--- src/rtl/mcu_pkg.sv ---
// Shared encodings for the multi-cycle MIPS main controller:
// FSM states, opcodes and datapath mux/ALU select codes.
package mcu_pkg;

  typedef enum logic [3:0] {
    S_IDLE      = 4'd0,
    S_FETCH     = 4'd1,
    S_DECODE    = 4'd2,
    S_MEM_ADDR  = 4'd3,
    S_MEM_READ  = 4'd4,
    S_MEM_WB    = 4'd5,
    S_MEM_WRITE = 4'd6,
    S_EXECUTE   = 4'd7,
    S_R_WB      = 4'd8,
    S_BRANCH    = 4'd9,
    S_JUMP      = 4'd10,
    S_ADDI_EXEC = 4'd11,
    S_ADDI_WB   = 4'd12,
    S_TRAP      = 4'd13
  } state_e;

  localparam logic [5:0] OP_RTYPE = 6'b000000;
  localparam logic [5:0] OP_LW    = 6'b100011;
  localparam logic [5:0] OP_SW    = 6'b101011;
  localparam logic [5:0] OP_BEQ   = 6'b000100;
  localparam logic [5:0] OP_J     = 6'b000010;
  localparam logic [5:0] OP_ADDI  = 6'b001000;

  localparam logic [1:0] ALUOP_ADD   = 2'b00;
  localparam logic [1:0] ALUOP_SUB   = 2'b01;
  localparam logic [1:0] ALUOP_FUNCT = 2'b10;

  localparam logic [1:0] SRCB_REG     = 2'b00;
  localparam logic [1:0] SRCB_FOUR    = 2'b01;
  localparam logic [1:0] SRCB_IMM     = 2'b10;
  localparam logic [1:0] SRCB_IMM_SH2 = 2'b11;

  localparam logic [1:0] PCSRC_ALU    = 2'b00;
  localparam logic [1:0] PCSRC_ALUOUT = 2'b01;
  localparam logic [1:0] PCSRC_JUMP   = 2'b10;

  function automatic logic is_wait_state(state_e s);
    return (s == S_FETCH) || (s == S_MEM_READ) ||
           (s == S_MEM_WRITE);
  endfunction

endpackage

--- src/rtl/multicycle_control_if.sv ---
// Controller <-> datapath bundle: opcode and memory handshake in,
// datapath control strobes and debug state out.
interface multicycle_control_if;
  logic [5:0] Op;
  logic       mem_ready;
  logic       PCWrite;
  logic       PCWriteCond;
  logic       IorD;
  logic       MemRead;
  logic       MemWrite;
  logic       IRWrite;
  logic       MemtoReg;
  logic       RegDst;
  logic       RegWrite;
  logic       ALUSrcA;
  logic [1:0] ALUSrcB;
  logic [1:0] ALUOp;
  logic [1:0] PCSource;
  logic       illegal_op;
  logic       bus_error;
  logic [3:0] state;

  modport master (
    input  Op, mem_ready,
    output PCWrite, PCWriteCond, IorD, MemRead,
    output MemWrite, IRWrite, MemtoReg, RegDst,
    output RegWrite, ALUSrcA, ALUSrcB, ALUOp,
    output PCSource, illegal_op, bus_error, state
  );

  modport slave (
    output Op, mem_ready,
    input  PCWrite, PCWriteCond, IorD, MemRead,
    input  MemWrite, IRWrite, MemtoReg, RegDst,
    input  RegWrite, ALUSrcA, ALUSrcB, ALUOp,
    input  PCSource, illegal_op, bus_error, state
  );
endinterface

--- src/rtl/mc_wait_timer.sv ---
// Memory wait counter: clear wins over enable; expired flags
// the last allowed wait cycle (count == MAX_WAIT-1).
module mc_wait_timer #(
  parameter int MAX_WAIT = 15,
  parameter int WAIT_W   = 8
) (
  input  logic clk,
  input  logic rst_n,
  input  logic clr,
  input  logic en,
  output logic expired
);

  localparam logic [WAIT_W-1:0] LAST = WAIT_W'(MAX_WAIT - 1);

  logic [WAIT_W-1:0] cnt_q, cnt_d;

  always_comb begin
    cnt_d = cnt_q;
    if (clr)     cnt_d = '0;
    else if (en) cnt_d = cnt_q + WAIT_W'(1);
  end

  always_ff @(posedge clk or negedge rst_n) begin
    if (!rst_n) cnt_q <= '0;
    else        cnt_q <= cnt_d;
  end

  assign expired = (cnt_q == LAST);

endmodule

--- src/rtl/multicycle_control.sv ---
// Main control FSM of the multi-cycle MIPS datapath with
// memory-timeout and illegal-opcode traps.
import mcu_pkg::*;

module multicycle_control #(
  parameter int MAX_WAIT = 15,
  parameter int WAIT_W   = 8
) (
  input logic                  clk,
  input logic                  rst_n,
  multicycle_control_if.master bus
);

  state_e state_q, state_d;
  logic   cause_q, cause_d;
  logic   expired;
  logic   rdy;

  assign rdy = bus.mem_ready;

  // Any state change restarts the count for the next wait state.
  mc_wait_timer #(
    .MAX_WAIT (MAX_WAIT),
    .WAIT_W   (WAIT_W)
  ) u_timer (
    .clk     (clk),
    .rst_n   (rst_n),
    .clr     (state_d != state_q),
    .en      (is_wait_state(state_q) && !rdy),
    .expired (expired)
  );

  always_ff @(posedge clk or negedge rst_n) begin
    if (!rst_n) begin
      state_q <= S_IDLE;
      cause_q <= 1'b0;
    end else begin
      state_q <= state_d;
      cause_q <= cause_d;
    end
  end

  always_comb begin
    state_d = state_q;
    cause_d = cause_q;
    case (state_q)
      S_IDLE: state_d = S_FETCH;
      S_FETCH: begin
        if (rdy) state_d = S_DECODE;
        else if (expired) begin
          state_d = S_TRAP;
          cause_d = 1'b1;
        end
      end
      S_DECODE: begin
        unique case (1'b1)
          (bus.Op == OP_RTYPE): state_d = S_EXECUTE;
          (bus.Op == OP_LW),
          (bus.Op == OP_SW):    state_d = S_MEM_ADDR;
          (bus.Op == OP_BEQ):   state_d = S_BRANCH;
          (bus.Op == OP_J):     state_d = S_JUMP;
          (bus.Op == OP_ADDI):  state_d = S_ADDI_EXEC;
          default: begin
            state_d = S_TRAP;
            cause_d = 1'b0;
          end
        endcase
      end
      S_MEM_ADDR:
        state_d = (bus.Op == OP_LW) ? S_MEM_READ : S_MEM_WRITE;
      S_MEM_READ: begin
        if (rdy) state_d = S_MEM_WB;
        else if (expired) begin
          state_d = S_TRAP;
          cause_d = 1'b1;
        end
      end
      S_MEM_WRITE: begin
        if (rdy) state_d = S_FETCH;
        else if (expired) begin
          state_d = S_TRAP;
          cause_d = 1'b1;
        end
      end
      S_EXECUTE:   state_d = S_R_WB;
      S_ADDI_EXEC: state_d = S_ADDI_WB;
      S_MEM_WB, S_R_WB, S_BRANCH,
      S_JUMP, S_ADDI_WB, S_TRAP:
        state_d = S_FETCH;
      default: state_d = S_IDLE;
    endcase
  end

  always_comb begin
    bus.PCWrite     = 1'b0;
    bus.PCWriteCond = 1'b0;
    bus.IorD        = 1'b0;
    bus.MemRead     = 1'b0;
    bus.MemWrite    = 1'b0;
    bus.IRWrite     = 1'b0;
    bus.MemtoReg    = 1'b0;
    bus.RegDst      = 1'b0;
    bus.RegWrite    = 1'b0;
    bus.ALUSrcA     = 1'b0;
    bus.ALUSrcB     = SRCB_REG;
    bus.ALUOp       = ALUOP_ADD;
    bus.PCSource    = PCSRC_ALU;
    bus.illegal_op  = 1'b0;
    bus.bus_error   = 1'b0;
    case (state_q)
      S_FETCH: begin
        bus.MemRead = 1'b1;
        bus.ALUSrcB = SRCB_FOUR;
        bus.IRWrite = rdy;
        bus.PCWrite = rdy;
      end
      S_DECODE: bus.ALUSrcB = SRCB_IMM_SH2;
      S_MEM_ADDR, S_ADDI_EXEC: begin
        bus.ALUSrcA = 1'b1;
        bus.ALUSrcB = SRCB_IMM;
      end
      S_MEM_READ: begin
        bus.MemRead = 1'b1;
        bus.IorD    = 1'b1;
      end
      S_MEM_WB: begin
        bus.RegWrite = 1'b1;
        bus.MemtoReg = 1'b1;
      end
      S_MEM_WRITE: begin
        bus.MemWrite = 1'b1;
        bus.IorD     = 1'b1;
      end
      S_EXECUTE: begin
        bus.ALUSrcA = 1'b1;
        bus.ALUOp   = ALUOP_FUNCT;
      end
      S_R_WB: begin
        bus.RegWrite = 1'b1;
        bus.RegDst   = 1'b1;
      end
      S_BRANCH: begin
        bus.ALUSrcA     = 1'b1;
        bus.ALUOp       = ALUOP_SUB;
        bus.PCWriteCond = 1'b1;
        bus.PCSource    = PCSRC_ALUOUT;
      end
      S_JUMP: begin
        bus.PCWrite  = 1'b1;
        bus.PCSource = PCSRC_JUMP;
      end
      S_ADDI_WB: bus.RegWrite = 1'b1;
      S_TRAP: begin
        bus.illegal_op = !cause_q;
        bus.bus_error  = cause_q;
      end
      default: ;
    endcase
  end

  assign bus.state = state_q;

endmodule
--- src/flat_wrapper.sv ---
// flat-port wrapper written by rule: the top's interface ports become plain ports
module multicycle_control_flat 
#(
  parameter int MAX_WAIT = 15,
  parameter int WAIT_W   = 8
)
  (clk, rst_n, bus_Op, bus_mem_ready, bus_PCWrite, bus_PCWriteCond, bus_IorD, bus_MemRead, bus_MemWrite, bus_IRWrite, bus_MemtoReg, bus_RegDst, bus_RegWrite, bus_ALUSrcA, bus_ALUSrcB, bus_ALUOp, bus_PCSource, bus_illegal_op, bus_bus_error, bus_state);
  multicycle_control_if bus_i ();
  input logic clk;
  input logic rst_n;
  input wire logic [$bits(bus_i.Op)-1:0] bus_Op;
  input wire logic [$bits(bus_i.mem_ready)-1:0] bus_mem_ready;
  output wire logic [$bits(bus_i.PCWrite)-1:0] bus_PCWrite;
  output wire logic [$bits(bus_i.PCWriteCond)-1:0] bus_PCWriteCond;
  output wire logic [$bits(bus_i.IorD)-1:0] bus_IorD;
  output wire logic [$bits(bus_i.MemRead)-1:0] bus_MemRead;
  output wire logic [$bits(bus_i.MemWrite)-1:0] bus_MemWrite;
  output wire logic [$bits(bus_i.IRWrite)-1:0] bus_IRWrite;
  output wire logic [$bits(bus_i.MemtoReg)-1:0] bus_MemtoReg;
  output wire logic [$bits(bus_i.RegDst)-1:0] bus_RegDst;
  output wire logic [$bits(bus_i.RegWrite)-1:0] bus_RegWrite;
  output wire logic [$bits(bus_i.ALUSrcA)-1:0] bus_ALUSrcA;
  output wire logic [$bits(bus_i.ALUSrcB)-1:0] bus_ALUSrcB;
  output wire logic [$bits(bus_i.ALUOp)-1:0] bus_ALUOp;
  output wire logic [$bits(bus_i.PCSource)-1:0] bus_PCSource;
  output wire logic [$bits(bus_i.illegal_op)-1:0] bus_illegal_op;
  output wire logic [$bits(bus_i.bus_error)-1:0] bus_bus_error;
  output wire logic [$bits(bus_i.state)-1:0] bus_state;
  assign bus_i.Op = bus_Op;
  assign bus_i.mem_ready = bus_mem_ready;
  assign bus_PCWrite = bus_i.PCWrite;
  assign bus_PCWriteCond = bus_i.PCWriteCond;
  assign bus_IorD = bus_i.IorD;
  assign bus_MemRead = bus_i.MemRead;
  assign bus_MemWrite = bus_i.MemWrite;
  assign bus_IRWrite = bus_i.IRWrite;
  assign bus_MemtoReg = bus_i.MemtoReg;
  assign bus_RegDst = bus_i.RegDst;
  assign bus_RegWrite = bus_i.RegWrite;
  assign bus_ALUSrcA = bus_i.ALUSrcA;
  assign bus_ALUSrcB = bus_i.ALUSrcB;
  assign bus_ALUOp = bus_i.ALUOp;
  assign bus_PCSource = bus_i.PCSource;
  assign bus_illegal_op = bus_i.illegal_op;
  assign bus_bus_error = bus_i.bus_error;
  assign bus_state = bus_i.state;
  multicycle_control #(.MAX_WAIT(MAX_WAIT), .WAIT_W(WAIT_W)) u_core (.clk(clk), .rst_n(rst_n), .bus(bus_i));
endmodule
--- config.mk ---
export PLATFORM = sky130hd
export DESIGN_NAME = multicycle_control_flat
export DESIGN_NICKNAME = d
export VERILOG_FILES = /design/src/rtl/mcu_pkg.sv /design/src/rtl/multicycle_control_if.sv /design/src/rtl/mc_wait_timer.sv /design/src/rtl/multicycle_control.sv /design/src/flat_wrapper.sv
export SDC_FILE = /design/constraint.sdc
export NUM_CORES = 1
export LEC_CHECK = 0
export CORE_AREA = 5 5 53 55
export DETAILED_ROUTE_END_ITERATION = 12
export DIE_AREA = 0 0 58 60
export PLACE_DENSITY = 0.82
export SLEW_MARGIN = 20
export SYNTH_ARGS = -nofsm -noshare
export SYNTH_HDL_FRONTEND = slang
export SYNTH_HIERARCHICAL = 1
export SYNTH_SLANG_ARGS = --single-unit
--- constraint.sdc ---
create_clock -name clk -period 5.7 [get_ports clk]
set_input_delay 0.855 -clock clk [delete_from_list [all_inputs] [get_ports clk]]
set_output_delay 0.855 -clock clk [all_outputs]
set_load 0.01 [all_outputs]
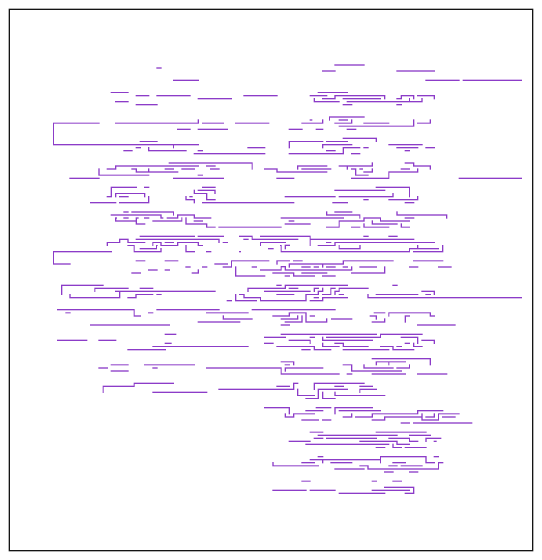
Figure 1: run 1, metal 1.
longest straight run	17.0 um
nets with wire on the layer	145
wire length on this layer	1180 um
share of all routed wire	43%
main direction	horizontal

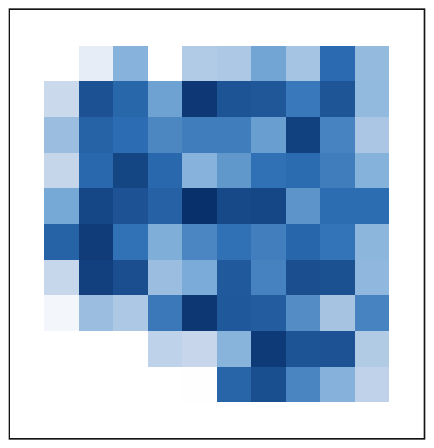
Figure 2: run 1, local utilization.
The die is cut into 12 by 12 equal tiles; white is low, dark blue is high, 0 to 100% covered.
nearly empty tiles	38%
densest ninth of the die	centre
mean over tiles	40%
emptiest ninth of the die	south-west
fullest tile	100%

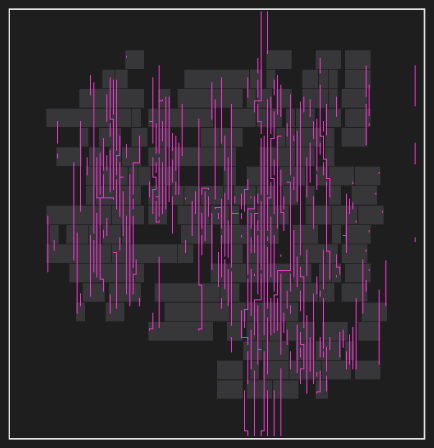
Figure 3: run 1, metal 2.
wire length on this layer	1290 um
longest straight run	27.9 um
grt met2 use: 0.292
DRT Wirelength: 2720 um

==> flow_summary.yaml, run 1 <==
# synthesis and place-and-route metrics
sta:
  fmax_ghz: 0.304
  hold_slack_ps: 552
  drv_slew: 0
  maxSlewHeadroom: 0.347
  period_minus_slack_ps: 3290
  finalCritPeriodShare: 0.577
  finalSetupTns_ps: 0
  finalHoldViolCount: 0
cts:
  tritoncts: "done"
  post_cts_buffers: 0
layout:
  seq_area_sq_um: 325
  antenna_cells: 0
  fill_cells: 211
setup_path:
  crit_path_max_incr_delay_ps: 590
  crit_start: "bus_mem_ready"
  worst-endpoint-required_ps: 4850
  slowest_stage: "clkdlybuf4s50_1"
  r2r_setup_slack_ps: 2490
  crit_family: "buffers and inverters"
  path_cells: "clkdlybuf4s50_1 -> nand2_1 -> nor3_1 -> or2_2 -> clkdlybuf4s50_1"
status:
  run_status: "finished clean"
flow_run:
  maxCapViolCount: 0
synthesis:
  flop_cell: "dfrtp_1"
  ys_chip_area_sq_mm: 0.00111
  syn-cell-area_sq_mm: 0.00111
  synth_flops: 13
  ys_warn_count: 6
  yosys.stat.seqShare: 0.294
global_routing:
  grt_pass1_vias: 1045
routing:
  routedWlPerCell_um: 14.2
  ant_nets: 0
  avgViaCountPerCell: 5.80
  drt_iter0_drc: 27
place:
  pre_cts_slack_ps: 2250
  io_buffers: 30
power_and_ir_drop:
  power_density_mw_per_mm2: 394
  seq_power_share: 0.299
floorplan:
  chipWidth_um: 58
  ios: 31
## run 1: cells in the final DEF, fill, tap and decap left out, types with 2 or more instances in the layout
cell / netlist / routed
a21oi_1: 10 / 10
clkbuf_4: 0 / 3
nor2_1: 17 / 17
inv_1: 7 / 7
nand4_1: 2 / 2
nor3_1: 9 / 9
dfrtp_1: 13 / 13
xnor2_1: 3 / 3
nand3_1: 3 / 3
o31ai_1: 2 / 2
a211oi_1: 2 / 2
nand2_1: 7 / 7
nor2b_1: 2 / 2
clkdlybuf4s50_1: 0 / 30
a21boi_0: 2 / 2
and2b_1: 2 / 2
xor2_1: 3 / 3
or4_1: 2 / 2
o21ai_0: 3 / 3
nand2b_1: 4 / 4
ha_1: 2 / 2
o21a_1: 2 / 2
## run 1: worst paths after layout
path	to	cells after the start
max	bus_PCWrite	5
min	u_core/cause_q$_DFFE_PN0P_	2
max reg2reg	u_core/u_timer/cnt_q[7]$_DFFE_PN0P_	12
min reg2reg	u_core/cause_q$_DFFE_PN0P_	2
max in group asynchronous	u_core/bus.state[2]$_DFF_PN0_	1
min in group asynchronous	u_core/u_timer/cnt_q[4]$_DFFE_PN0P_	1
## run 1: flip-flops by register name, summed over array words and instances, names as in the netlist
register              cells
u_core/bus.state          4
u_core/u_timer/cnt_q      8
u_core/cause_q            1
## run 1: worst min-delay path: stages (launching register included)
cell and delay (ps):
dfrtp_1 380, inv_1 70, o2bb2ai_1 60
## run 1: layer usage
layer / wire length [um] / up-vias
li1: - / 553
met1: 1180 / 510
met2: 1290 / 47
met3: 223 / 3
met4: 33 / 0
met5: 0 / -
## run 1: logic make-up after synthesis
kind of cell             after synthesis  share of synthesized area
buffers and inverters                 15                     0.0689
AND/OR/NAND/NOR                       62                      0.312
multiplexers                           1                    0.00904
flip-flops                            13                      0.294
XOR/XNOR                               6                     0.0475
AND-OR/OR-AND                         36                      0.246
adder cells (fa/ha/maj)                2                     0.0226
## run 1: metrics by stage
step / utilization / cells / total power (W)
floorplan: - / 135 / 0.000380
global placement: 0.599 / 188 / 0.000503
detailed placement: 0.599 / 188 / 0.000511
CTS: 0.610 / 192 / 0.000567
global route: 0.610 / 192 / 0.000604
finish: 0.610 / 192 / 0.000564
## run 1: layout make-up
type | instances | share of cell area
timing repair buffer | 31 | 0.215
multi-input combinational | 107 | 0.494
inverter | 7 | 0.0184
tap | 30 | 0.0263
clock buffer | 4 | 0.0184
sequential | 13 | 0.228
## run 1: power by group through the flow
stage	clock network (W)	logic, W	registers (W)
global placement	0	0.000335	0.000168
CTS	0.0000577	0.000342	0.000167
finish	0.0000551	0.000340	0.000168
detailed placement	0	0.000342	0.000170
global route	0.0000598	0.000369	0.000175
floorplan	0	0.000245	0.000135
## Run 2: what changed since run 1
--- a/config.mk
+++ b/config.mk
@@ -5,10 +5,10 @@
 export SDC_FILE = /design/constraint.sdc
 export NUM_CORES = 1
 export LEC_CHECK = 0
-export CORE_AREA = 5 5 53 55
+export CORE_AREA = 5 5 55 57
 export DETAILED_ROUTE_END_ITERATION = 12
-export DIE_AREA = 0 0 58 60
-export PLACE_DENSITY = 0.82
+export DIE_AREA = 0 0 60 62
+export PLACE_DENSITY = 0.76
 export SLEW_MARGIN = 20
 export SYNTH_ARGS = -nofsm -noshare
 export SYNTH_HDL_FRONTEND = slang
==> constraint.sdc (replaced) <==
create_clock -name clk -period 3.15 [get_ports clk]
set_input_delay 0.4725 -clock clk [delete_from_list [all_inputs] [get_ports clk]]
set_output_delay 0.4725 -clock clk [all_outputs]
set_load 0.01 [all_outputs]
==> run 2 against run 1 <==
Compared with the run above:
- highest routed layer unchanged
- critical endpoint is now u_core/u_timer/cnt_q[7]$_DFFE_PN0P_
- flip-flop count stayed put
- largest power group unchanged
- worst setup slack worse by 2100 ps
- combinational power is 98% higher
- critical path depth is 7 higher
- die area is 6.9% higher
- largest cell class unchanged
- synthesized cell count stayed put
- area after synthesis stayed put
- critical path type is now flip-flop to flip-flop
- non-clock buffer count is 3 higher
==> flow_summary.yaml, run 2 <==
# synthesis and place-and-route metrics
layout:
  fin_cells: 195
  fill_cells: 230
  largest-register: "u_core/u_timer/cnt_q"
  antenna_cells: 0
  largest_reg_flops: 8
synthesis:
  synth_flops: 13
  ys_warn_count: 6
  async_reset_ff_frac: 1.00
  syn-cell-area_sq_mm: 0.00111
  ys_chip_area_sq_mm: 0.00111
sta:
  rsz0062_at_grt: "false"
  maxSlewHeadroom: 0.624
  finalCritPeriodShare: 0.918
  drv_slew: 0
  finalHoldViolCount: 0
  finalSetupTns_ps: 0
  fmax_ghz: 0.346
floorplan:
  chipWidth_um: 60
  rows: 18
  ios: 31
status:
  run_status: "finished clean"
place:
  io_buffers: 30
  dp_cells: 191
routing:
  avgViaCountPerCell: 5.59
  drt_iter0_drc: 36
  routedWlPerCell_um: 13.8
  drc: 0
  ant_nets: 0
power_and_ir_drop:
  power_density_mw_per_mm2: 721
  seq_power_share: 0.264
  p_total_w: 0.00105
flow_run:
  maxCapViolCount: 0
setup_path:
  worst-endpoint-required_ps: 3350
  r2r_setup_slack_ps: 260
  crit_path_max_incr_delay_ps: 520
  slowest_stage: "a2111o_2"
cts:
  post_cts_buffers: 0
-- run 2: cell counts after synthesis --
Identical to the previous run, type by type.
-- run 2: final cells by class --
type | count | area, sq um | share of cell area
clock buffers | 4 | 26.3 | 0.0180
inverters | 7 | 26.3 | 0.0180
multi-input cells | 107 | 712 | 0.488
flip-flops and latches | 13 | 325 | 0.223
well taps | 30 | 37.5 | 0.0258
repair buffers | 34 | 330 | 0.227
-- run 2: path summary, 6_finish.rpt --
check,from,to,cells after the start
max in group asynchronous,rst_n,u_core/cause_q$_DFFE_PN0P_,1
min,rst_n,u_core/u_timer/cnt_q[0]$_DFFE_PN0P_,1
max,u_core/u_timer/cnt_q[0]$_DFFE_PN0P_,u_core/u_timer/cnt_q[7]$_DFFE_PN0P_,12
max reg2reg,u_core/u_timer/cnt_q[0]$_DFFE_PN0P_,u_core/u_timer/cnt_q[7]$_DFFE_PN0P_,12
min in group clk,u_core/u_timer/cnt_q[7]$_DFFE_PN0P_,u_core/u_timer/cnt_q[7]$_DFFE_PN0P_,2
min reg2reg,u_core/u_timer/cnt_q[7]$_DFFE_PN0P_,u_core/u_timer/cnt_q[7]$_DFFE_PN0P_,2
-- run 2: cell families after synthesis --
kind of cell,after synthesis,share of synthesized area
xor gates and xnor gates,6,0.0475
muxes,1,0.00904
adders and majority gates,2,0.0226
DFF,13,0.294
buffers and inverters,15,0.0689
AOI/OAI and AO/OA,36,0.246
and+or+nand+nor,62,0.312
-- run 2: power groups by stage --
stage               Sequential, W  Combinational (W)  Clock [W]
CTS                      0.000273           0.000677   0.000105
global route             0.000286           0.000737   0.000112
detailed placement       0.000276           0.000675          0
floorplan                0.000243           0.000444          0
finish                   0.000278           0.000672   0.000101
global placement         0.000275           0.000671          0
-- run 2: what timing repair did --
| item | 4_1_cts | 5_1_grt |
|---|---|---|
| endpoints found under the setup margin | 0 | 2 |
| gates resized | 0 | 1 |
| hold buffers | 0 | 0 |
-- run 2: routing by layer --
metal,part of all wire,GRT usage
met3,0.075,0.0227
met4,0.018,0.0665
met2,0.47,0.270
met1,0.44,0.206
met5,0,0
-- run 2: critical path, delay by kind of cell (launching register included) --
kind            cells  cell delay (ps)
buf+inv             2              270
compound gates      5              990
fa+ha+maj           1              140
flops               1              440
simple gates        4              960
-- run 2: through the flow --
stage	setup WS, ps	hold WS (ps)
6_report	259	552
5_1_grt	15.9	596
4_1_cts	268	562
3_5_place_dp	289	549
3_3_place_gp	370	547
2_1_floorplan	166	177
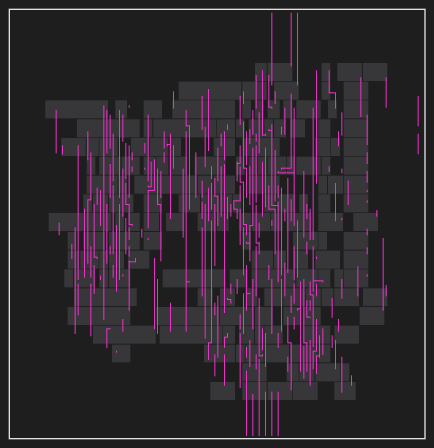
Figure 4: run 2, metal 2.
nets with wire on the layer	145
main direction	vertical
grt met2 use: 0.270
Vias: 1090

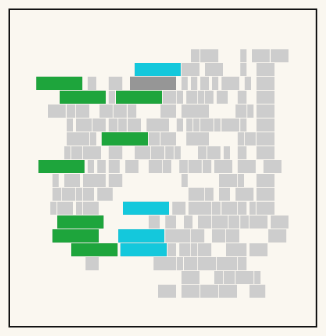
Figure 5: run 2, sequential cells grouped by signal name.
Other sequential cells in the stronger grey, the rest of the logic in the fainter grey.
colour	netlist name	placed flops
cyan	u_core/bus.state	4
green	u_core/u_timer/cnt_q	8
final core occ: 0.599
Seq power: 0.000278 W
fraction of area in registers: 0.223

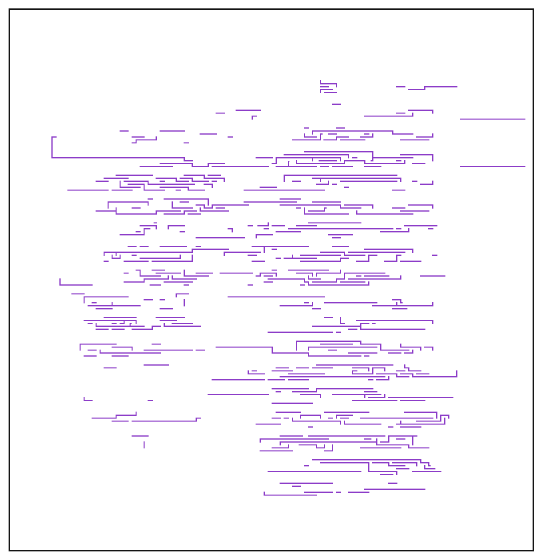
Figure 6: run 2, metal 1.
share of all routed wire	44%
nets with wire on the layer	147
longest straight run	15.2 um
main direction	horizontal
wire length on this layer	1170 um
DRT Wirelength: 2690 um
grt met1 use: 0.206

## Run 3: what changed since run 2
--- a/config.mk
+++ b/config.mk
@@ -5,10 +5,10 @@
 export SDC_FILE = /design/constraint.sdc
 export NUM_CORES = 1
 export LEC_CHECK = 0
-export CORE_AREA = 5 5 55 57
+export CORE_AREA = 5 5 69 46
 export DETAILED_ROUTE_END_ITERATION = 12
-export DIE_AREA = 0 0 60 62
-export PLACE_DENSITY = 0.76
+export DIE_AREA = 0 0 74 51
+export PLACE_DENSITY = 0.75
 export SLEW_MARGIN = 20
 export SYNTH_ARGS = -nofsm -noshare
 export SYNTH_HDL_FRONTEND = slang
==> run 3 against run 2 <==
Compared with the run above:
- worst setup slack lost 30 ps
- first-iteration DRC count is 150% higher
- cell count rose by 1.0%
- largest power group unchanged
- worst hold slack got worse by 2.5 ps
- critical path depth stayed put
==> flow_summary.yaml, run 3 <==
# synthesis and place-and-route metrics
floorplan:
  ios: 31
synthesis:
  yosysCellCount: 135
  topCellsByArea: "dfrtp_1 29%, nor2_1 5.8%, a21oi_1 4.5%, nor3_1 4.1%, inv_1 2.4%"
  flop_cell: "dfrtp_1"
  fa_ha_area_frac: 0.0226
  async_reset_ff_frac: 1.00
  logic_family: "simple AND/OR/NAND/NOR gates"
  synthSimpleGateAreaFrac: 0.312
  yosys-mux-area-fraction: 0.00904
  xor_area_frac: 0.0475
  ys_warn_count: 6
  synth-compound-area-share: 0.246
  syn-cell-area_sq_mm: 0.00111
layout:
  layout_top_cell: "clkdlybuf4s50_1"
  antenna_cells: 0
  final_util: 0.610
  largest-register: "u_core/u_timer/cnt_q"
  layout_top_cells: "30 x clkdlybuf4s50_1, 17 x nor2_1, 13 x dfrtp_1"
sta:
  rsz0062_at_grt: "false"
  finalHoldViolCount: 0
  finalSetupTns_ps: 0
  drv_slew: 0
  maxSlewHeadroom: 0.625
  setup_slack_ps: 228
  fmax_ghz: 0.342
place:
  gp_congestion: 0.859
  pre_cts_slack_ps: 248
  io_buffers: 30
  dp_cells: 193
routing:
  drc: 0
  drt_iter0_drc: 89
  avgViaCountPerCell: 5.69
  ant_nets: 0
  routedWlPerCell_um: 14.3
global_routing:
  groute.usage.overall: 0.140
  grt_pass1_vias: 862
setup_path:
  r2r_setup_slack_ps: 230
  critPathLaunchType: "flip-flop"
cts:
  post_cts_buffers: 0
  tritoncts: "done"
  clockBufferDepth: 2
power_and_ir_drop:
  power_density_mw_per_mm2: 745
status:
  run_status: "finished clean"
flow_run:
  maxCapViolCount: 0
-- run 3: layout make-up --
cell class	instances	area [sq um]	area share
timing repair buffer	34	330	0.222
clock buffer	3	41.3	0.0278
tap	32	40.0	0.0269
inverter	7	26.3	0.0177
clock inverter	1	5.00	0.00337
multi-input combinational	107	718	0.483
sequential	13	325	0.219
-- run 3: metrics by stage --
step | total power, W | hold WS (ps)
2_1_floorplan | 0.000687 | 177
3_3_place_gp | 0.000955 | 531
3_5_place_dp | 0.000962 | 535
4_1_cts | 0.00111 | 546
5_1_grt | 0.00119 | 573
6_report | 0.00111 | 549
-- run 3: kinds of logic (layout without fill, tap and decap cells) --
kind of cell / Yosys count / count (layout)
AND/OR/NAND/NOR: 62 / 62
AND-OR/OR-AND: 36 / 36
buffers and inverters: 15 / 45
flip-flops: 13 / 13
XOR/XNOR: 6 / 6
adder cells (fa/ha/maj): 2 / 2
multiplexers: 1 / 1
-- run 3: worst max-delay path: stages, from the launching register on --
cell      delay (ps)
dfrtp_1          440
inv_1             80
ha_1             150
nand4b_1         100
nor4_2           180
buf_4            190
nor4b_2          180
a21oi_1           70
a2111o_2         530
o211ai_2          80
o21ai_0          180
or4_1            500
a21oi_1          150
-- run 3: worst paths after layout --
check                                                     from                             endpoint  cells past startpoint
max                        u_core/u_timer/cnt_q[0]$_DFFE_PN0P_  u_core/u_timer/cnt_q[7]$_DFFE_PN0P_                     12
min                        u_core/u_timer/cnt_q[7]$_DFFE_PN0P_  u_core/u_timer/cnt_q[7]$_DFFE_PN0P_                      2
max reg2reg                u_core/u_timer/cnt_q[0]$_DFFE_PN0P_  u_core/u_timer/cnt_q[7]$_DFFE_PN0P_                     12
min reg2reg                u_core/u_timer/cnt_q[7]$_DFFE_PN0P_  u_core/u_timer/cnt_q[7]$_DFFE_PN0P_                      2
max in group asynchronous                                rst_n           u_core/cause_q$_DFFE_PN0P_                      1
min in group asynchronous                                rst_n  u_core/u_timer/cnt_q[0]$_DFFE_PN0P_                      1
-- run 3: report_power, final --
group / internal [W] / switching (W)
registers: 0.000196 / 0.0000827
clock network: 0.0000872 / 0.0000566
logic: 0.000345 / 0.000340
-- run 3: timing repair --
action                     in CTS  in global routing
resized                         0                  2
hold buffers                    0                  0
setup endpoints to repair       0                  2
-- run 3: routing by layer --
metal | GRT usage | wire length, um | part of all wire | vias up
li1 | - | - | - | 557
met1 | 0.233 | 1420 | 0.50 | 519
met2 | 0.178 | 1110 | 0.39 | 40
met3 | 0.0333 | 252 | 0.090 | 4
met4 | 0.0271 | 31 | 0.011 | 0
met5 | 0 | 0 | 0 | -
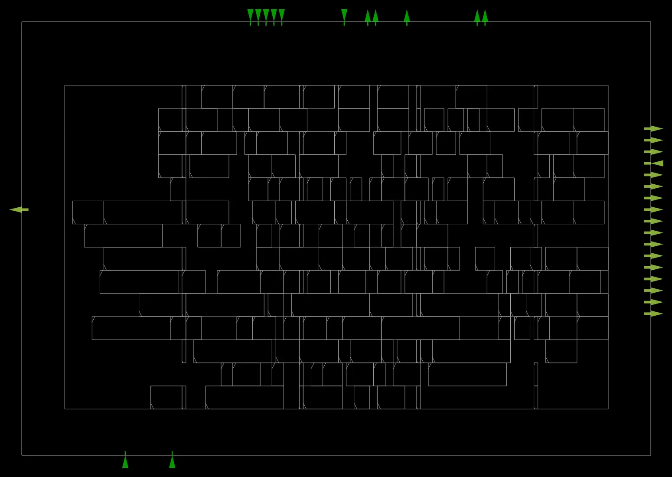
Figure 7: run 3, cell outlines without signal wires.
row count: 14
count of filler cells inserted in the layout: 206
non-filler cells, final: 197

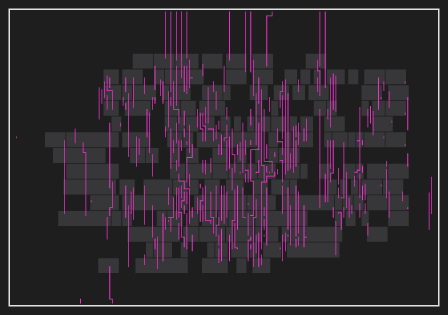
Figure 8: run 3, metal 2.
share of all routed wire	39%
nets with wire on the layer	150
main direction	vertical
DRT Wirelength: 2810 um
Vias: 1120
grt met2 use: 0.178

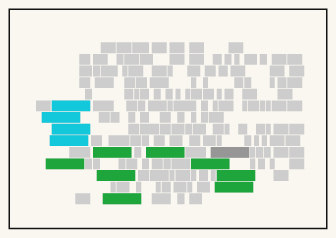
Figure 9: run 3, sequential cells grouped by signal name.
Other sequential cells in the stronger grey, the rest of the logic in the fainter grey.
colour	netlist name	placed flops
cyan	u_core/bus.state	4
green	u_core/u_timer/cnt_q	8
not coloured	1

Power is estimated from default activity; no workload was simulated.
